--- config.mk ---
export PLATFORM = sky130hd
export DESIGN_NAME = _piso_er_flat
export DESIGN_NICKNAME = d
export VERILOG_FILES = /design/src/rtl/_piso_er_pkg.sv /design/src/rtl/_piso_er_if.sv /design/src/rtl/_dff_er.sv /design/src/rtl/_piso_er.sv /design/src/flat_wrapper.sv
export SDC_FILE = /design/constraint.sdc
export NUM_CORES = 1
export LEC_CHECK = 0
export ABC_AREA = 1
export CORE_AREA = 2 2 42 44
export CTS_CLUSTER_DIAMETER = 80
export CTS_CLUSTER_SIZE = 8
export DETAILED_ROUTE_END_ITERATION = 6
export DIE_AREA = 0 0 44 46
export GPL_ROUTABILITY_DRIVEN = 0
export PLACE_DENSITY = 0.82
export SLEW_MARGIN = 10
export SYNTH_ARGS = -nofsm -noshare
export SYNTH_HDL_FRONTEND = slang
export SYNTH_SLANG_ARGS = --single-unit
--- constraint.sdc ---
create_clock -name clk -period 1.5 [get_ports clk]
set_clock_uncertainty 0.1 [all_clocks]
set_input_delay 0.225 -clock clk [delete_from_list [all_inputs] [get_ports clk]]
set_output_delay 0.225 -clock clk [all_outputs]
set_load 0.01 [all_outputs]
--- src/rtl/_piso_er_pkg.sv ---
// Shared constants for the serial word blocks (piso/sipo pair).
package _piso_er_pkg;

   localparam int WORD_LENGTH = 8;

   localparam logic [0:0] SER_IDLE  = 1'b0;
   localparam logic [0:0] SER_SHIFT = 1'b1;

   function automatic int cnt_width(input int w);
      return (w > 1) ? $clog2(w) : 1;
   endfunction

endpackage

--- src/rtl/_piso_er_if.sv ---
// Load handshake plus serial output handshake for the parallel-in/serial-out block.
interface _piso_er_if
   import _piso_er_pkg::*;
#(
   parameter int N = WORD_LENGTH
);
   logic         ld_valid;
   logic         ld_ready;
   logic [N-1:0] D;
   logic         sout;
   logic         sout_valid;
   logic         sout_ready;
   logic         busy;
   logic         done;

   modport master (
      output ld_valid, D, sout_ready,
      input  ld_ready, sout, sout_valid, busy, done
   );

   modport slave (
      input  ld_valid, D, sout_ready,
      output ld_ready, sout, sout_valid, busy, done
   );
endinterface

--- src/rtl/_dff_er.sv ---
// W-bit register with enable and asynchronous active-high clear.
module _dff_er #(
   parameter int W = 8
) (
   input  logic         clk,
   input  logic         rst,
   input  logic         en,
   input  logic [W-1:0] d,
   output logic [W-1:0] q
);
   logic [W-1:0] data_q;
   logic [W-1:0] data_d;

   always_comb begin
      data_d = data_q;
      if (en) data_d = d;
   end

   always_ff @(posedge clk or posedge rst) begin
      if (rst) data_q <= '0;
      else     data_q <= data_d;
   end

   assign q = data_q;
endmodule

--- src/rtl/_piso_er.sv ---
// Parallel-in/serial-out: loads a word on the ld handshake, drains it one bit per
// accepted serial beat, and reloads on the last beat so words stream without a bubble.
//
//   state     | meaning
//   SER_IDLE  | no word held, sout_valid low, ready to load
//   SER_SHIFT | word in flight, sout presents the current bit
module _piso_er
   import _piso_er_pkg::*;
#(
   parameter int n         = WORD_LENGTH,
   parameter bit MSB_FIRST = 1'b1
) (
   input  logic        clk,
   input  logic        rst,
   _piso_er_if.slave   io
);
   localparam int            CW       = cnt_width(n);
   localparam logic [CW-1:0] CNT_LAST = CW'(n - 1);

   logic [0:0]    state_q, state_d;
   logic [CW-1:0] cnt_q,   cnt_d;
   logic          done_q,  done_d;
   logic [n-1:0]  sreg_q,  sreg_d;
   logic          sreg_en;

   logic sout_valid;
   logic ld_ready;
   logic load;
   logic beat;
   logic last;
   logic sout_bit;

   always_comb begin
      sout_valid = (state_q == SER_SHIFT);
      beat       = sout_valid & io.sout_ready;
      last       = beat & (cnt_q == CNT_LAST);
      ld_ready   = (state_q == SER_IDLE) | last;
      load       = io.ld_valid & ld_ready;
   end

   // Shift fills with zero, so a drained register is already clear on return to idle.
   always_comb begin
      sreg_en = load | beat;
      if (load)           sreg_d = io.D;
      else if (MSB_FIRST) sreg_d = sreg_q << 1;
      else                sreg_d = sreg_q >> 1;
   end

   _dff_er #(.W(n)) u_sreg (
      .clk (clk),
      .rst (rst),
      .en  (sreg_en),
      .d   (sreg_d),
      .q   (sreg_q)
   );

   always_comb begin
      state_d = state_q;
      cnt_d   = cnt_q;
      if (state_q == SER_IDLE) begin
         if (load) begin
            state_d = SER_SHIFT;
            cnt_d   = '0;
         end
      end else begin
         if (last) begin
            cnt_d = '0;
            if (!load) state_d = SER_IDLE;
         end else if (beat) begin
            cnt_d = cnt_q + CW'(1);
         end
      end
      done_d = last;
   end

   always_ff @(posedge clk or posedge rst) begin
      if (rst) begin
         state_q <= SER_IDLE;
         cnt_q   <= '0;
         done_q  <= 1'b0;
      end else begin
         state_q <= state_d;
         cnt_q   <= cnt_d;
         done_q  <= done_d;
      end
   end

   always_comb begin
      sout_bit      = MSB_FIRST ? sreg_q[n-1] : sreg_q[0];
      io.sout       = sout_valid & sout_bit;
      io.sout_valid = sout_valid;
      io.busy       = sout_valid;
      io.done       = done_q;
      io.ld_ready   = ld_ready;
   end
endmodule

--- src/flat_wrapper.sv ---
// flat-port wrapper written by rule: the top's interface ports become plain ports
module _piso_er_flat import _piso_er_pkg::*;
#(
   parameter int n         = WORD_LENGTH,
   parameter bit MSB_FIRST = 1'b1
)
  (clk, rst, io_ld_valid, io_D, io_sout_ready, io_ld_ready, io_sout, io_sout_valid, io_busy, io_done);
  _piso_er_if #(.N(8)) io_i ();
  input  logic clk;
  input  logic rst;
  input wire logic [$bits(io_i.ld_valid)-1:0] io_ld_valid;
  input wire logic [$bits(io_i.D)-1:0] io_D;
  input wire logic [$bits(io_i.sout_ready)-1:0] io_sout_ready;
  output wire logic [$bits(io_i.ld_ready)-1:0] io_ld_ready;
  output wire logic [$bits(io_i.sout)-1:0] io_sout;
  output wire logic [$bits(io_i.sout_valid)-1:0] io_sout_valid;
  output wire logic [$bits(io_i.busy)-1:0] io_busy;
  output wire logic [$bits(io_i.done)-1:0] io_done;
  assign io_i.ld_valid = io_ld_valid;
  assign io_i.D = io_D;
  assign io_i.sout_ready = io_sout_ready;
  assign io_ld_ready = io_i.ld_ready;
  assign io_sout = io_i.sout;
  assign io_sout_valid = io_i.sout_valid;
  assign io_busy = io_i.busy;
  assign io_done = io_i.done;
  _piso_er #(.n(n), .MSB_FIRST(MSB_FIRST)) u_core (.clk(clk), .rst(rst), .io(io_i));
endmodule
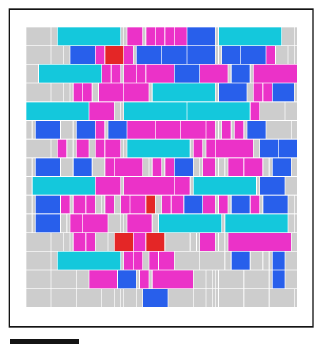
*Cells colored by class, run 1*
Bar = 10 um. Fill, decap, tap and diode cells in gray.
- clock drivers and dummy loads: red (cells 4)
- flip-flops: cyan (cells 13)
- all other logic: magenta (cells 73)
- other buffers and delay cells: blue (cells 32)

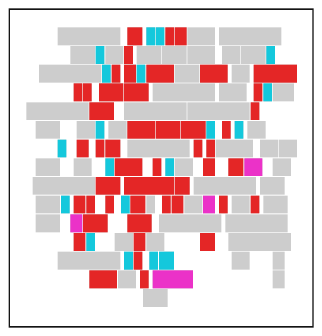
*Gate-type map, run 1*
- inverting AOI/OAI gates: magenta (cells 4)
- inverters: cyan (cells 19)
- NAND gates: red (cells 48)

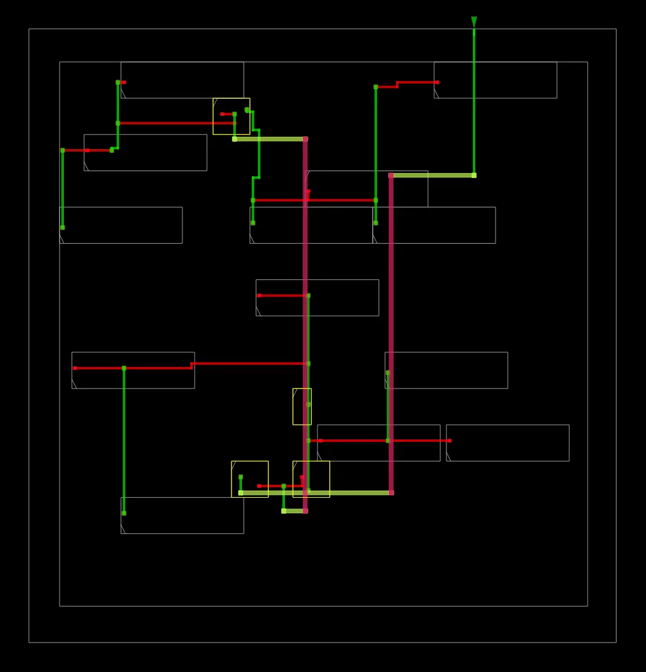
*Clock nets, run 1*
Power Clock: 0.224 mW
worst skew pair latency: 0.28 ns
FFs & Latches: 13
clock buffer count: 4
CTS buffer count: 3

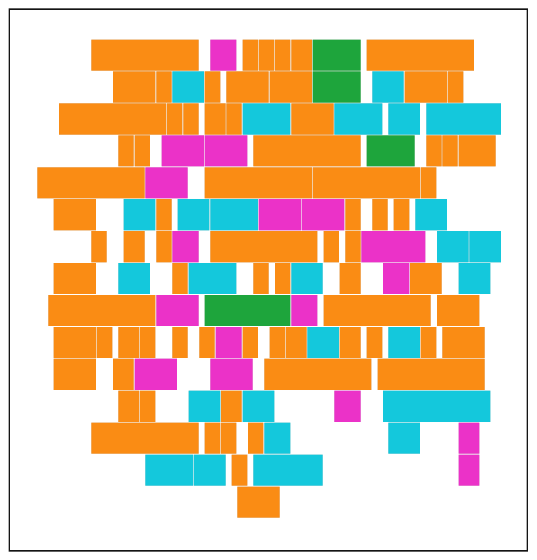
*Cell sizes after repair, run 1*
- drive 6 and up: green (cells 4)
- drive 2: magenta (cells 17)
- drive 1 or less: orange (cells 75)
- drive 3 to 4: cyan (cells 26)

==> impl_metrics.csv, run 1 <==
group,metric,value,unit
timing,worst_slack,-0.110,ns
timing,fin_crit_sh,107,%
critical_path,cp_num_buf_inv,1,
layout,finalInstanceArea,0.00112,mm^2
timing,fin_crit,1.61,ns
synth,yosysCellCount,89,
routing,drcViolationCount,0,
global_route,grt_usage,18.9,%
critical_path,critical-path-slowest-cell,"dfrtp_1",
synth,ys_ff,13,
timing,setup_violations,4,
placed_design,port_buffers,16,
clocking,hold_buffers,0,
timing,final_max_slew_viol_count,0,
critical_path,crit_arrival,1.29,ns
outcome,status,"complete, but fails checks",
layout,layout-drive-gt1-share,38.5,%
layout,nNetsFinal,137,
clocking,cts_tree,"done",
die,dieArea,0.00202,mm^2
timing,relSlewSlack,64.2,%
synth,synth_top_area_share,45.9,%
placed_design,dpl_cell_area,936,um^2
outcome,violations,"negative setup slack",
timing,hold_viol,0,
==> run 1: through the flow <==
step	setup TNS [ns]	instances	setup slack [ns]	hold WS (ns)	power (mW)
2_1_floorplan	0	89	0.0802	0.00196	0.798
3_3_place_gp	-0.932	130	-0.257	0.358	0.956
3_5_place_dp	-1.64	130	-0.270	0.367	0.983
4_1_cts	-0.171	140	-0.147	0.172	1.28
5_1_grt	-0.635	139	-0.163	0.213	1.45
6_report	-0.130	139	-0.110	0.172	1.37
==> run 1: flip-flops by register name, indices dropped and copies added (netlist names) <==
name / count
u_core.u_sreg.q: 8
u_core.io.done: 1
u_core.io.busy: 1
u_core.cnt_q: 3
==> run 1: synth_stat cells <==
library cell	number
inv_4	1
nand3_2	1
nand3_1	16
o31ai_1	1
dfrtp_1	13
buf_8	1
buf_4	1
inv_1	18
o21ai_4	1
nand2_1	28
nand2_2	3
ha_1	2
clkbuf_8	1
o21ai_0	1
o21ai_1	1
==> run 1: path summary, 6_finish.rpt <==
| check | to | start | cells past startpoint |
|---|---|---|---|
| worst min register to register | u_core.u_sreg.q[4]$_DFFE_PP0P_ | u_core.u_sreg.q[4]$_DFFE_PP0P_ | 2 |
| worst max-delay path | io_ld_ready | u_core.cnt_q[0]$_DFFE_PP0P_ | 5 |
| worst max register to register | u_core.u_sreg.q[5]$_DFFE_PP0P_ | u_core.cnt_q[0]$_DFFE_PP0P_ | 9 |
| worst min-delay path | u_core.u_sreg.q[7]$_DFFE_PP0P_ | rst | 2 |
| min in group clk | u_core.u_sreg.q[4]$_DFFE_PP0P_ | u_core.u_sreg.q[4]$_DFFE_PP0P_ | 2 |
| max in group asynchronous | u_core.u_sreg.q[0]$_DFFE_PP0P_ | rst | 2 |
==> run 1: cells by family (layout without fill, tap and decap cells) <==
group / count (synthesis) / in the layout / synth area share, %
adder cells (fa/ha/maj): 2 / 2 / 3.53
AND/OR/NAND/NOR: 48 / 48 / 30.2
flip-flops: 13 / 13 / 45.9
AND-OR/OR-AND: 4 / 4 / 4.77
buffers and inverters: 22 / 55 / 15.5
==> run 1: power by group <==
group	leakage (nW)	internal, mW	switching [mW]
clock network	0.0150	0.104	0.120
registers	0.169	0.462	0.0730
logic	0.391	0.299	0.312
==> run 1: metal layers <==
metal | share of wire, % | vias to the layer above | wire (um) | track usage [%]
met5 | 0 | - | 0 | 0
met4 | 3.4 | 0 | 65 | 14.5
met3 | 3.9 | 6 | 74 | 2.78
met2 | 54 | 24 | 1030 | 31.5
met1 | 38 | 322 | 726 | 21.8
li1 | - | 339 | - | -
==> run 1: cell type report <==
cell class / instances / area share, %
timing repair buffer: 32 / 24.8
sequential: 13 / 29.0
tap: 17 / 1.90
inverter: 19 / 6.58
multi-input combinational: 54 / 35.4
clock buffer: 4 / 2.34
==> run 1: what timing repair did <==
item / 4_1_cts / 5_1_grt
gates cloned: 1 / 0
setup buffers: 5 / 0
gates resized: 23 / 23
endpoints found under the hold margin: 0 / 0
pin swaps: 8 / 14
endpoints found under the setup margin: 12 / 9
==> inputs of run 2 (changes only) <==
--- a/config.mk
+++ b/config.mk
@@ -11,9 +11,8 @@
 export CTS_CLUSTER_SIZE = 8
 export DETAILED_ROUTE_END_ITERATION = 6
 export DIE_AREA = 0 0 44 46
-export GPL_ROUTABILITY_DRIVEN = 0
+export GPL_ROUTABILITY_DRIVEN = 1
 export PLACE_DENSITY = 0.82
-export SLEW_MARGIN = 10
 export SYNTH_ARGS = -nofsm -noshare
 export SYNTH_HDL_FRONTEND = slang
 export SYNTH_SLANG_ARGS = --single-unit
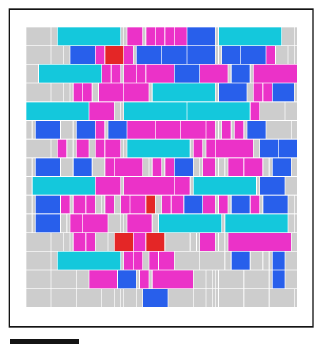
*Cells colored by class, run 2*
Bar = 10 um. Fill, decap, tap and diode cells in gray.
- clock drivers and dummy loads: red (cells 4)
- other buffers and delay cells: blue (cells 32)
- flip-flops: cyan (cells 13)
- all other logic: magenta (cells 73)

==> run 2 against run 1 <==
Against the previous run: the run still ends with negative setup slack left; count of clock-buffer cells in the layout stayed put; utilization stayed put; clock power hardly changed; sequential share of layout area stayed put; largest cell class unchanged; largest power group unchanged.
==> impl_metrics.csv, run 2 <==
group,metric,value,unit
layout,finalInstanceArea,0.00112,mm^2
timing,hold_viol,0,
placed_design,place_ws,-0.270,ns
global_route,grt_usage,18.9,%
power,leakage,0.575,nW
synth,synth.cells.most_frequent,"28 x nand2_1, 18 x inv_1, 16 x nand3_1",
die,dieArea,0.00202,mm^2
timing,setup_violations,4,
synth,ys_ff,13,
power,total_power,1.37,mW
routing,drcViolationCount,0,
outcome,status,"complete, but fails checks",
synth,synthArstFlopShare,100,%
synth,syn_area,708,um^2
timing,worst_slack,-0.110,ns
critical_path,crit_arrival,1.29,ns
synth,flop_cell,"dfrtp_1",
synth,synthMostInstantiatedCell,"nand2_1",
clocking,insertion_delay,0.28,ns
placed_design,dpl_cell_area,936,um^2
critical_path,crit_type,"reg2out",
layout,largest_register_ffs,8,
layout,n_antenna_cell,0,
outcome,violations,"negative setup slack",
clocking,cts_tree,"done",
timing,relSlewSlack,64.2,%
synth,synth_top_area_share,45.9,%
timing,fin_crit_sh,107,%
synth,edf_count,0,
layout,layout-drive-gt1-share,38.5,%
timing,fin_crit,1.61,ns
placed_design,port_buffers,16,
layout,fin_util,69.5,%
run 2: cell counts in the layout (fill, tap and decap cells not counted):
No cell type changed its count.
run 2: kinds of logic (layout without fill, tap and decap cells):
family	after synthesis	after routing	share of synthesized area [%]
simple gates	48	48	30.2
buf+inv	22	55	15.5
flops	13	13	45.9
compound gates	4	4	4.77
fa+ha+maj	2	2	3.53
run 2: metrics by stage:
stage               TNS (ns)  hold slack, ns  cells
floorplan                  0         0.00196     89
global placement      -0.932           0.358    130
detailed placement     -1.64           0.367    130
CTS                   -0.171           0.172    140
global route          -0.635           0.213    139
finish                -0.130           0.172    139
run 2: area by class of cell:
| type | count | area share (%) |
|---|---|---|
| Sequential cell | 13 | 29.0 |
| Tap cell | 17 | 1.90 |
| Clock buffer | 4 | 2.34 |
| Inverter | 19 | 6.58 |
| Timing Repair Buffer | 32 | 24.8 |
| Multi-Input combinational cell | 54 | 35.4 |
run 2: power by group:
group          internal [mW]  switching [mW]
combinational          0.299           0.312
clock                  0.104           0.120
sequential             0.462          0.0730
total                  0.865           0.505
run 2: critical path, stage by stage (launching register included):
cell,delay (ns)
dfrtp_1,0.39
ha_2,0.20
ha_4,0.17
nand3_4,0.06
nand2_4,0.06
buf_6,0.12
run 2: per-layer routing:
metal  vias to the layer above  global-route usage (%)  wire, um
li1                        339                       -         -
met1                       322                    21.8       726
met2                        24                    31.5      1030
met3                         6                    2.78        74
met4                         0                    14.5        65
met5                         -                       0         0
run 2: what timing repair did:
item / CTS / global route
setup endpoints to repair: 12 / 9
pin swaps: 8 / 14
resized: 23 / 23
setup buffers: 5 / 0
gates cloned: 1 / 0
run 2: path summary, 6_finish.rpt:
path / slack (ns) / end / from / cells past startpoint
max: -0.11 / io_ld_ready / u_core.cnt_q[0]$_DFFE_PP0P_ / 5
min: 0.17 / u_core.u_sreg.q[7]$_DFFE_PP0P_ / rst / 2
max reg2reg: -0.01 / u_core.u_sreg.q[5]$_DFFE_PP0P_ / u_core.cnt_q[0]$_DFFE_PP0P_ / 9
min reg2reg: 0.39 / u_core.u_sreg.q[4]$_DFFE_PP0P_ / u_core.u_sreg.q[4]$_DFFE_PP0P_ / 2
max in group asynchronous: 0.78 / u_core.u_sreg.q[0]$_DFFE_PP0P_ / rst / 2
min in group clk: 0.39 / u_core.u_sreg.q[4]$_DFFE_PP0P_ / u_core.u_sreg.q[4]$_DFFE_PP0P_ / 2
==> inputs of run 3 (changes only) <==
--- a/config.mk
+++ b/config.mk
@@ -16,3 +16,4 @@
 export SYNTH_ARGS = -nofsm -noshare
 export SYNTH_HDL_FRONTEND = slang
 export SYNTH_SLANG_ARGS = --single-unit
+export TNS_END_PERCENT = 100
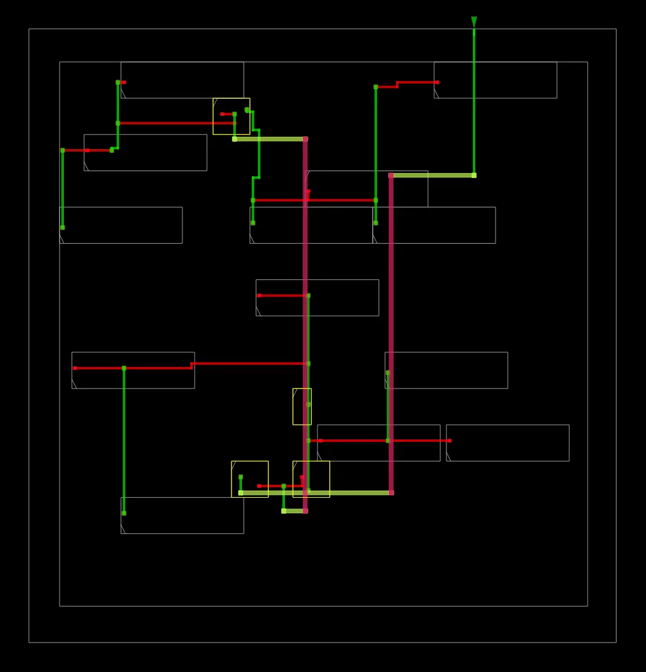
*Clock nets, run 3*
CTS sink cnt: 13

==> run 3 against run 2 <==
Against the previous run: the run still ends with negative setup slack left; clock power hardly changed; fmax stayed put; sequential power hardly changed; worst setup slack stayed put; utilization stayed put; non-clock buffer count stayed put; critical path depth stayed put; hold slack stayed put; sequential share of layout area stayed put.
==> impl_metrics.csv, run 3 <==
group,metric,value,unit
outcome,status,"complete, but fails checks",
outcome,violations,"negative setup slack",
synth,synthArstFlopShare,100,%
placed_design,place_ws,-0.270,ns
timing,fin_crit,1.61,ns
layout,largest_register_ffs,8,
global_route,grt_usage,18.9,%
synth,synthMostInstantiatedCell,"nand2_1",
clocking,cts_made_buffers,3,
timing,relSlewSlack,64.2,%
die,dieArea,0.00202,mm^2
placed_design,port_buffers,16,
routing,wl_met1,726,um
layout,stdcell_count,139,
timing,worst_slack,-0.110,ns
critical_path,crit_type,"reg2out",
routing,routed.top_layer,"met4",
clocking,cts_tree,"done",
placed_design,dp.cells,130,
clocking,insertion_delay,0.28,ns
synth,yosysCellCount,89,
critical_path,rrSetupSlack,-0.01,ns
layout,nNetsFinal,137,
power,leakage,0.575,nW
critical_path,startpoint,"u_core.cnt_q[0]$_DFFE_PP0P_",
timing,setup_violations,4,
routing,dr_wl_met3,74,um
routing,drcViolationCount,0,
run 3: area by class of cell:
type,instances,area [um^2],share of cell area [%]
Clock buffer,4,26.3,2.34
Inverter,19,73.8,6.58
Multi-Input combinational cell,54,397,35.4
Sequential cell,13,325,29.0
Tap cell,17,21.3,1.90
Timing Repair Buffer,32,278,24.8
run 3: cells by family after synthesis:
group	share of synthesized area, %
AOI/OAI and AO/OA	4.77
and+or+nand+nor	30.2
DFF	45.9
adders and majority gates	3.53
buffers and inverters	15.5
run 3: how the worst max path moves through the flow:
| stage | to | slack, ns | cells after the start |
|---|---|---|---|
| finish | io_ld_ready | -0.11 | 5 |
| detailed placement | io_ld_ready | -0.27 | 4 |
| global placement | io_ld_ready | -0.26 | 4 |
| CTS | io_ld_ready | -0.15 | 5 |
| global route | io_ld_ready | -0.16 | 5 |
| floorplan | u_core.u_sreg.q[1]$_DFFE_PP0P_ | 0.08 | 8 |
run 3: metrics by stage:
stage | total power [mW] | area (um^2) | TNS (ns) | hold WS (ns)
floorplan | 0.798 | 708 | 0 | 0.00196
global placement | 0.956 | 936 | -0.932 | 0.358
detailed placement | 0.983 | 936 | -1.64 | 0.367
CTS | 1.28 | 1030 | -0.171 | 0.172
global route | 1.45 | 1120 | -0.635 | 0.213
finish | 1.37 | 1120 | -0.130 | 0.172
run 3: timing repair:
action / CTS / global route
setup buffers: 5 / 0
cloned: 1 / 0
setup endpoints to repair: 12 / 9
gates resized: 23 / 23
pin swaps: 8 / 14
run 3: layer usage:
| layer | vias up | GRT usage, % |
|---|---|---|
| li1 | 339 | - |
| met1 | 322 | 21.8 |
| met2 | 24 | 31.5 |
| met3 | 6 | 2.78 |
| met4 | 0 | 14.5 |
| met5 | - | 0 |
run 3: critical path, stage by stage (launching register included):
cell     delay (ns)
dfrtp_1        0.39
ha_2           0.20
ha_4           0.17
nand3_4        0.06
nand2_4        0.06
buf_6          0.12
run 3: power breakdown:
group / switching [mW] / internal, mW / total, mW / leakage, nW
Sequential: 0.0730 / 0.462 / 0.536 / 0.169
Clock: 0.120 / 0.104 / 0.224 / 0.0150
Combinational: 0.312 / 0.299 / 0.611 / 0.391
Power is estimated from default activity; no workload was simulated.
